**config.mk**
```make
export PLATFORM = sky130hd
export DESIGN_NAME = alu_ex_unit
export DESIGN_NICKNAME = d
export VERILOG_FILES = /design/src/rtl/alu_ex_unit.sv
export SDC_FILE = /design/constraint.sdc
export NUM_CORES = 1
export LEC_CHECK = 0
export CAP_MARGIN = 25
export CORE_MARGIN = 8
export CORE_UTILIZATION = 35
export CTS_BUF_LIST = sky130_fd_sc_hd__clkbuf_4
export CTS_CLUSTER_DIAMETER = 80
export DETAILED_ROUTE_END_ITERATION = 7
export GPL_TIMING_DRIVEN = 0
export PLACE_DENSITY = 0.57
export SLEW_MARGIN = 25
export SYNTH_ARGS = -nofsm -noshare
export SYNTH_HDL_FRONTEND = slang
export SYNTH_SLANG_ARGS = --single-unit
```
**constraint.sdc**
```tcl
create_clock -name clk -period 4 [get_ports clk]
set_clock_uncertainty 0.1 [all_clocks]
set_input_delay 0.8 -clock clk [delete_from_list [all_inputs] [get_ports clk]]
set_output_delay 0.8 -clock clk [all_outputs]
set_load 0.005 [all_outputs]
```
**src/rtl/alu_ex_unit.sv**
```systemverilog
// Single-issue integer ALU execute stage: one-cycle ops plus an optional
// iterative shift-add multiplier, with valid/ready handshakes on both sides.
module alu_ex_unit #(
  parameter int unsigned XLEN   = 32,
  parameter int unsigned MUL_EN = 1
) (
  input  logic            clk,
  input  logic            rst_n,
  input  logic            flush,
  input  logic            in_valid,
  output logic            in_ready,
  input  logic [3:0]      alu_op,
  input  logic [XLEN-1:0] src_a,
  input  logic [XLEN-1:0] src_b,
  output logic            out_valid,
  input  logic            out_ready,
  output logic [XLEN-1:0] alu_result,
  output logic            illegal_op,
  output logic            busy
);

  localparam int SW = $clog2(XLEN);
  localparam int CW = $clog2(XLEN + 1);

  localparam logic [1:0] S_IDLE = 2'd0;
  localparam logic [1:0] S_MUL  = 2'd1;
  localparam logic [1:0] S_DONE = 2'd2;

  localparam logic [3:0] OP_ADD  = 4'b0000;
  localparam logic [3:0] OP_SUB  = 4'b0001;
  localparam logic [3:0] OP_LUI  = 4'b0010;
  localparam logic [3:0] OP_AND  = 4'b0011;
  localparam logic [3:0] OP_XOR  = 4'b0100;
  localparam logic [3:0] OP_OR   = 4'b0101;
  localparam logic [3:0] OP_SLL  = 4'b0110;
  localparam logic [3:0] OP_SRL  = 4'b0111;
  localparam logic [3:0] OP_SRA  = 4'b1000;
  localparam logic [3:0] OP_SLT  = 4'b1001;
  localparam logic [3:0] OP_SLTU = 4'b1010;
  localparam logic [3:0] OP_MUL  = 4'b1011;

  logic [1:0]      state_q, state_d;
  logic [XLEN-1:0] res_q, res_d;
  logic            ill_q, ill_d;
  logic            ov_q, ov_d;
  logic [XLEN-1:0] acc_q, acc_d;
  logic [XLEN-1:0] mcand_q, mcand_d;
  logic [XLEN-1:0] mplier_q, mplier_d;
  logic [CW-1:0]   cnt_q, cnt_d;

  logic [XLEN-1:0] alu_res;
  logic            alu_ill;
  logic [SW-1:0]   shamt;
  logic            is_mul;
  logic            fire;

  assign shamt    = src_b[SW-1:0];
  assign is_mul   = (MUL_EN != 0) && (alu_op == OP_MUL);
  assign in_ready = (state_q == S_IDLE) && (!ov_q || out_ready);
  assign fire     = in_valid && in_ready && !flush;

  assign out_valid  = ov_q;
  assign alu_result = res_q;
  assign illegal_op = ill_q;
  assign busy       = (state_q == S_MUL);

  // Single-cycle datapath; mul only lands here as an illegal code when disabled.
  always_comb begin
    alu_res = '0;
    alu_ill = 1'b0;
    case (alu_op)
      OP_ADD:  alu_res = src_a + src_b;
      OP_SUB:  alu_res = src_a - src_b;
      OP_LUI:  alu_res = src_b;
      OP_AND:  alu_res = src_a & src_b;
      OP_XOR:  alu_res = src_a ^ src_b;
      OP_OR:   alu_res = src_a | src_b;
      OP_SLL:  alu_res = src_a << shamt;
      OP_SRL:  alu_res = src_a >> shamt;
      OP_SRA:  alu_res = $signed(src_a) >>> shamt;
      OP_SLT:  alu_res = {{(XLEN-1){1'b0}}, ($signed(src_a) < $signed(src_b))};
      OP_SLTU: alu_res = {{(XLEN-1){1'b0}}, (src_a < src_b)};
      OP_MUL:  alu_ill = (MUL_EN == 0);
      default: alu_ill = 1'b1;
    endcase
  end

  always_comb begin
    state_d  = state_q;
    res_d    = res_q;
    ill_d    = ill_q;
    ov_d     = ov_q;
    acc_d    = acc_q;
    mcand_d  = mcand_q;
    mplier_d = mplier_q;
    cnt_d    = cnt_q;
    case (state_q)
      S_IDLE: begin
        if (fire) begin
          if (is_mul) begin
            state_d  = S_MUL;
            acc_d    = '0;
            mcand_d  = src_a;
            mplier_d = src_b;
            cnt_d    = '0;
            ov_d     = 1'b0;
            ill_d    = 1'b0;
          end else begin
            res_d = alu_res;
            ill_d = alu_ill;
            ov_d  = 1'b1;
          end
        end else if (out_ready) begin
          ov_d = 1'b0;
        end
      end
      S_MUL: begin
        // XLEN shift-add steps, then one edge to publish the product.
        if (cnt_q == CW'(XLEN)) begin
          state_d = S_DONE;
          res_d   = acc_q;
          ill_d   = 1'b0;
          ov_d    = 1'b1;
        end else begin
          if (mplier_q[0]) acc_d = acc_q + mcand_q;
          mcand_d  = mcand_q << 1;
          mplier_d = mplier_q >> 1;
          cnt_d    = cnt_q + CW'(1);
        end
      end
      S_DONE: begin
        if (out_ready) begin
          state_d = S_IDLE;
          ov_d    = 1'b0;
        end
      end
      default: state_d = S_IDLE;
    endcase
    if (flush) begin
      state_d = S_IDLE;
      ov_d    = 1'b0;
      ill_d   = 1'b0;
    end
  end

  always_ff @(posedge clk or negedge rst_n) begin
    if (!rst_n) begin
      state_q  <= S_IDLE;
      res_q    <= '0;
      ill_q    <= 1'b0;
      ov_q     <= 1'b0;
      acc_q    <= '0;
      mcand_q  <= '0;
      mplier_q <= '0;
      cnt_q    <= '0;
    end else begin
      state_q  <= state_d;
      res_q    <= res_d;
      ill_q    <= ill_d;
      ov_q     <= ov_d;
      acc_q    <= acc_d;
      mcand_q  <= mcand_d;
      mplier_q <= mplier_d;
      cnt_q    <= cnt_d;
    end
  end

endmodule

```
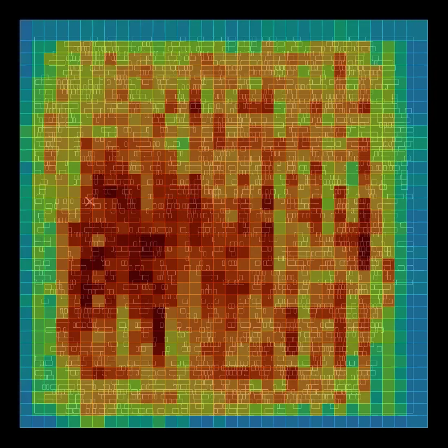
Fig. 1. Congestion heat map (run 1).
Avg WL per Cell: 33.20 um
GRT Max-Usage Layer: met2

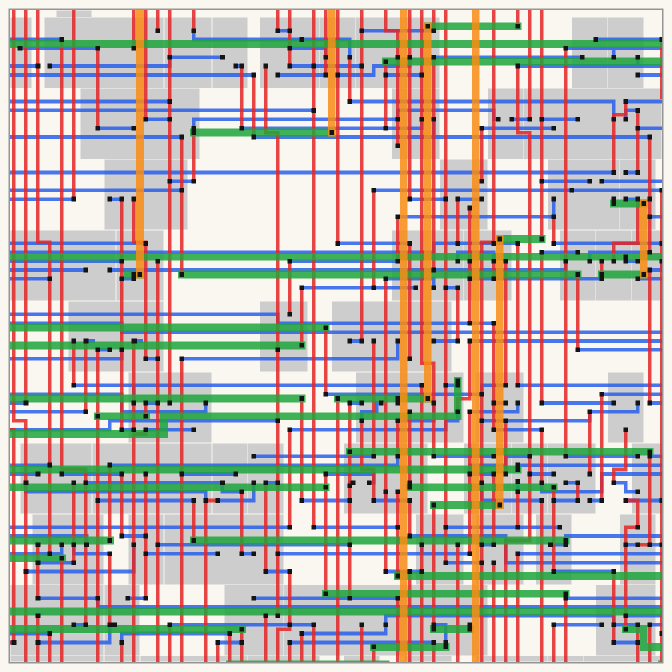
Fig. 2. Layout detail (run 1).
Window x 162 to 187, y 46 to 71 um. Cells in grey, sequential cells in the stronger grey; small squares are vias.
colour	layer
green	met3
orange	met4
red	met2
blue	met1
most frequent	a21oi_1 (8), inv_1 (7)
cells with their middle in the window	53
sequential cells in the window	0

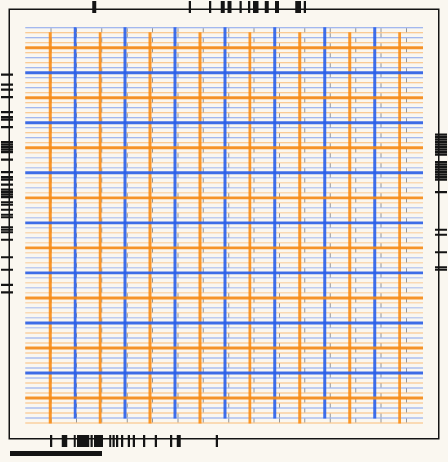
Fig. 3. Supply network (run 1).
The bar under the picture is 50 um long. Pins as bars on the die edge. Tap cells in grey.
colour	net
blue	VDD
orange	VSS
met5 straps	15
tap cells	607
met4 straps	15
met1 rails	80
rows	79

==> deck_impl_summary.md, run 1 <==
Synthesis and Place & Route Summary

Status
  – Status: complete, but fails checks
  – Failing checks: DRC, setup timing

Yosys
  – Synth Instances: between 2000 and 2500
  – Synth top cell by count: nand2_1
  – Post-Synth AOI/OAI Area: between 20 and 30%
  – Yosys reg bits: between 100 and 150

Final layout
  – N_diodes: 7
  – P&R area growth vs syn: 15.28%
  – Non-clk buf share: 9.431%
  – Top cells excl fill/tap: 259 x nand2_1, 201 x o21ai_0, 196 x nor2_1
  – ClkCell Share: 1.572%
  – Logic area: 12220 um^2
  – Fin util: 40.78%
  – Multi-input combinational area share: about 65%
  – Fin cells: ~2900

Clock tree
  – Clock Sink Count: ~140
  – Post-CTS Resized: slightly below 90
  – Clk buf depth: 2

Routing
  – Met2 wire length: around 40000 um
  – Via density: 6.588
  – Number of remaining DRC errors: 5
  – Highest routed layer: met4

Setup path
  – Top Family by Delay on Critical Path: AND-OR/OR-AND gates
  – Setup crit end kind: register
  – CP bufs+invs: 2
  – Reg2reg end: mplier_q[4]
  – Cells along the critical path: clkdlybuf4s50_1, buf_2, nand2_1, nor2_1, nor2_1, nor2_1, a21boi_0, mux2i_1, a211oi_1, a21oi_1, a21oi_1, a21oi_1
  – Worst-path fanout max: 10
  – Critical R2R Launch: state_q[1]
  – Critical Path End: alu_result[10]

Power
  – Power Dens Cells: 405.5 nW/um^2
  – P_sw: 3.702 mW
  – Seq group: roughly 2.5 mW
  – Final Power: between 7 and 8 mW
  – Combinational power: 4.14 mW

Global routing
  – Global-route wire length before repair: 134700 um
  – Largest net degree at the start of global routing: 90

Place
  – Hpwl dp: 73410 um
  – Placed cell areas: 18320 um^2
  – Routability congestion estimate: slightly above 1

STA
  – TNS Setup: -0.1557 ns
  – Final setup viols: 5
  – Final hold vios: 0
  – Worst slew pin tran: ~1.1 ns
  – Final WS setup: -0.06812 ns

Flow run
  – Max Cap Viol: 0

Floorplan
  – Initial Util: 35.37%
  – # IOs: around 110

Hold path
  – HP Class: in -> async
==> run 2: changes to the inputs <==
--- a/config.mk
+++ b/config.mk
@@ -7,13 +7,14 @@
 export LEC_CHECK = 0
 export CAP_MARGIN = 25
 export CORE_MARGIN = 8
-export CORE_UTILIZATION = 35
+export CORE_UTILIZATION = 25
 export CTS_BUF_LIST = sky130_fd_sc_hd__clkbuf_4
 export CTS_CLUSTER_DIAMETER = 80
 export DETAILED_ROUTE_END_ITERATION = 7
 export GPL_TIMING_DRIVEN = 0
-export PLACE_DENSITY = 0.57
+export PLACE_DENSITY = 0.45
 export SLEW_MARGIN = 25
 export SYNTH_ARGS = -nofsm -noshare
 export SYNTH_HDL_FRONTEND = slang
 export SYNTH_SLANG_ARGS = --single-unit
+export TNS_END_PERCENT = 50
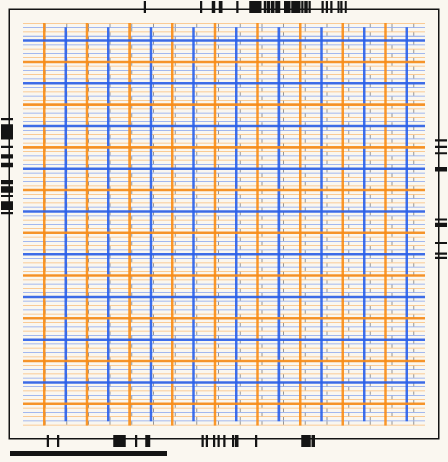
Fig. 4. Supply network (run 2).
The bar under the picture is 100 um long. Pins as bars on the die edge. Tap cells in grey.
colour	net
blue	VDD
orange	VSS
tap cells	864
met1 rails	95

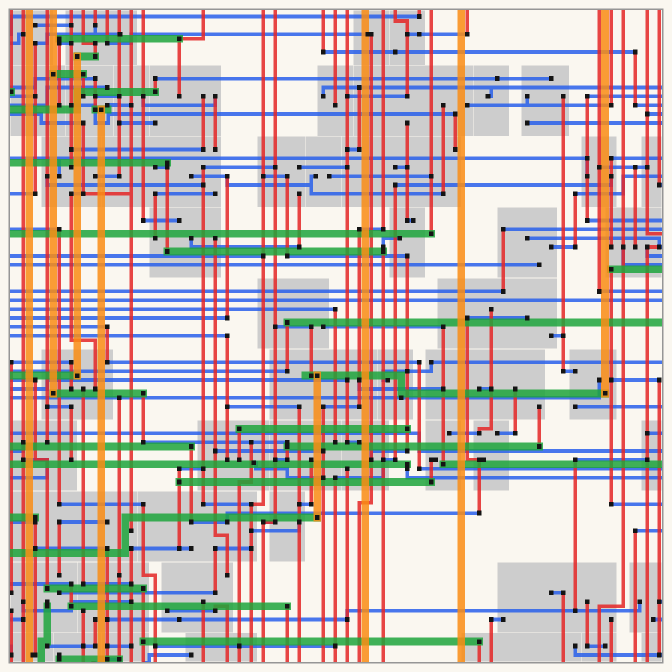
Fig. 5. Layout detail (run 2).
Window x 192 to 217, y 56 to 81 um. Cells in grey, sequential cells in the stronger grey; small squares are vias.
colour	layer
red	met2
orange	met4
green	met3
blue	met1
cells with their middle in the window	43
most frequent	inv_1 (8), ha_1 (7)
sequential cells in the window	0

==> run 2 against run 1 <==
Clock power increased by 9%. Highest routed layer is now met5. Hold slack improved by 0.041 ns. Utilization decreased by 11 points. Setup slack improved by 0.021 ns. The flow finishes with violations (setup timing). Via count decreased by 2.6%.
==> deck_impl_summary.md, run 2 <==
Synthesis and Place & Route Summary

Status
  – Status: complete, but fails checks
  – Failing checks: setup timing

Power
  – P_sw: 3.869 mW (+4.5%)
  – Final Power: 7.862 mW (+2.3%)
  – Seq group: 2.53 mW (+3%)
  – Power Dens Cells: 407.7 nW/um^2 (+0.54%)
  – Combinational power: 4.14 mW (about the same)

Final layout
  – Fin cells: 3126 (+8.8%)
  – Fin util: 29.49% (-11 points)
  – P&R area growth vs syn: 17.35%
  – ClkCell Share: 1.700% (+0.13 points)
  – Multi-input combinational area share: 63.47% (-1.0 points)
  – Non-clk buf share: 9.187% (-0.24 points)

Setup path
  – Setup crit end kind: register
  – Top Family by Delay on Critical Path: buffers and inverters
  – CP bufs+invs: 4 (+2)
  – Worst-path fanout max: 10 (unchanged)
  – Critical Path End: alu_result[14]
  – Cells along the critical path: clkdlybuf4s50_1, clkbuf_2, nor3_2, clkbuf_1, buf_1, a221oi_1, o221ai_1, a22oi_1, a21oi_1

Routing
  – Via density: 5.902 (-10%)
  – Highest routed layer: met5
  – Avg WL per Cell: 30.78 um (-7.3%)
  – Met2 wire length: 41350 um (+4.2%)
  – Number of remaining DRC errors: 0 (-5)

Clock tree
  – Clock Sink Count: 138 (unchanged)

Yosys
  – Synth top cell by count: nand2_1
  – Synth Instances: 2110 (unchanged)

STA
  – Worst slew pin tran: 1.025 ns (-0.05533 ns)
  – Final WS setup: -0.04730 ns (+0.02082 ns)
  – TNS Setup: -0.1914 ns (-0.03567 ns)
  – Final hold vios: 0 (unchanged)
  – Final setup viols: 9 (+4)

Floorplan
  – Initial Util: 25.13% (-10 points)
  – # IOs: 109 (unchanged)

Flow run
  – Max Cap Viol: 0 (unchanged)

Place
  – Hpwl dp: 75830 um (+3.3%)
  – Routability congestion estimate: 0.9997 (-2.0%)
  – Placed cell areas: 18630 um^2 (+1.7%)

Global routing
  – GRT Max-Usage Layer: met2
==> run 3: changes to the inputs <==
--- a/config.mk
+++ b/config.mk
@@ -13,6 +13,7 @@
 export DETAILED_ROUTE_END_ITERATION = 7
 export GPL_TIMING_DRIVEN = 0
 export PLACE_DENSITY = 0.45
+export SKIP_LAST_GASP = 1
 export SLEW_MARGIN = 25
 export SYNTH_ARGS = -nofsm -noshare
 export SYNTH_HDL_FRONTEND = slang
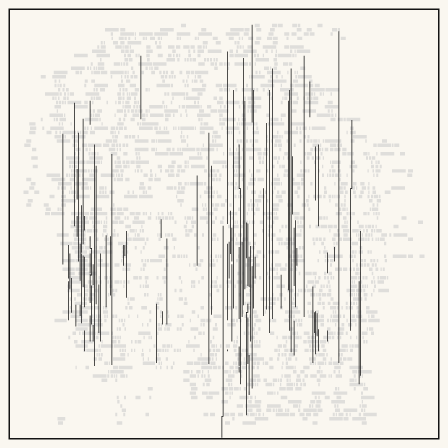
Fig. 6. Met4 routing (run 3).
longest straight run	211 um
nets with wire on the layer	78

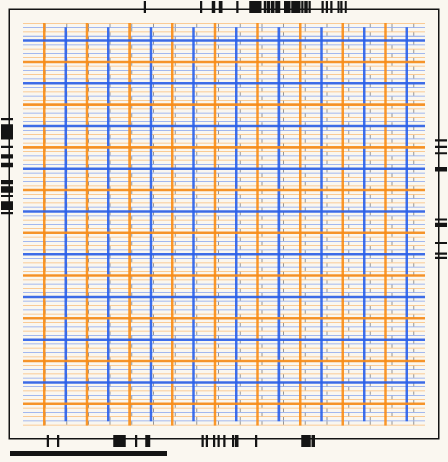
Fig. 7. Supply network (run 3).
The bar under the picture is 100 um long. Pins as bars on the die edge. Tap cells in grey.
colour	net
orange	VSS
blue	VDD
met4 straps	18
met1 rails	95

==> run 3 against run 2 <==
Utilization about the same. Hold slack worse by 0.00055 ns. Largest power group unchanged. The flow still finishes with violations (setup timing). Sequential power about the same. Total power about the same. Critical path depth up 2.
==> deck_impl_summary.md, run 3 <==
Synthesis and Place & Route Summary

STA
  – Max-slew violations: 0
  – Worst slew pin tran: 1.036 ns (+0.01113 ns)
  – Final WS setup: -0.1531 ns (-0.1058 ns)
  – TNS Setup: -0.5960 ns (-0.4046 ns)
  – Final hold vios: 0 (unchanged)
  – Final setup viols: 6 (-3)

Yosys
  – Post-synthesis area per instance: a little under 8 um^2
  – XORs/XNORs by Area: about 2%
  – Synth top cell by count: nand2_1
  – Synth Instances: 2110 (unchanged)

Power
  – P_sw: 3.870 mW (about the same)
  – Combinational power: 4.13 mW (about the same)
  – Seq group: 2.53 mW (about the same)
  – Power Dens Cells: 408.1 nW/um^2 (about the same)
  – Final Power: 7.858 mW (about the same)

Status
  – Failing checks: setup timing
  – Status: complete, but fails checks

Setup path
  – Cells along the critical path: clkdlybuf4s50_1, clkbuf_2, nor3_1, clkbuf_2, clkbuf_2, a22oi_1, o211ai_1, a221oi_1, a21oi_1, a21oi_1, a21oi_1
  – Worst-path fanout max: 10 (unchanged)
  – Setup crit end kind: register
  – CP bufs+invs: 4 (unchanged)

Routing
  – Via density: 5.913 (+0.17%)
  – Met2 wire length: 41070 um (-0.66%)

Flow run
  – Max Cap Viol: 0 (unchanged)

Final layout
  – P&R area growth vs syn: 17.18%
  – Non-clk buf share: 9.175% (-0.012 points)
  – Multi-input combinational area share: 63.39% (-0.081 points)
  – Fin util: 29.45% (-0.044 points)
  – Fin cells: 3128 (+0.064%)
  – ClkCell Share: 1.702% (+0.0025 points)

Place
  – Hpwl dp: 75830 um (unchanged)
  – Placed cell areas: 18630 um^2 (unchanged)
  – Setup WS pre-CTS: -2.771 ns

Clock tree
  – Clock Sink Count: 138 (unchanged)

Floorplan
  – # IOs: 109 (unchanged)

Global routing
  – Overflow after GRT: 0
No activity file was given, so power comes from the tool's default toggle rates.
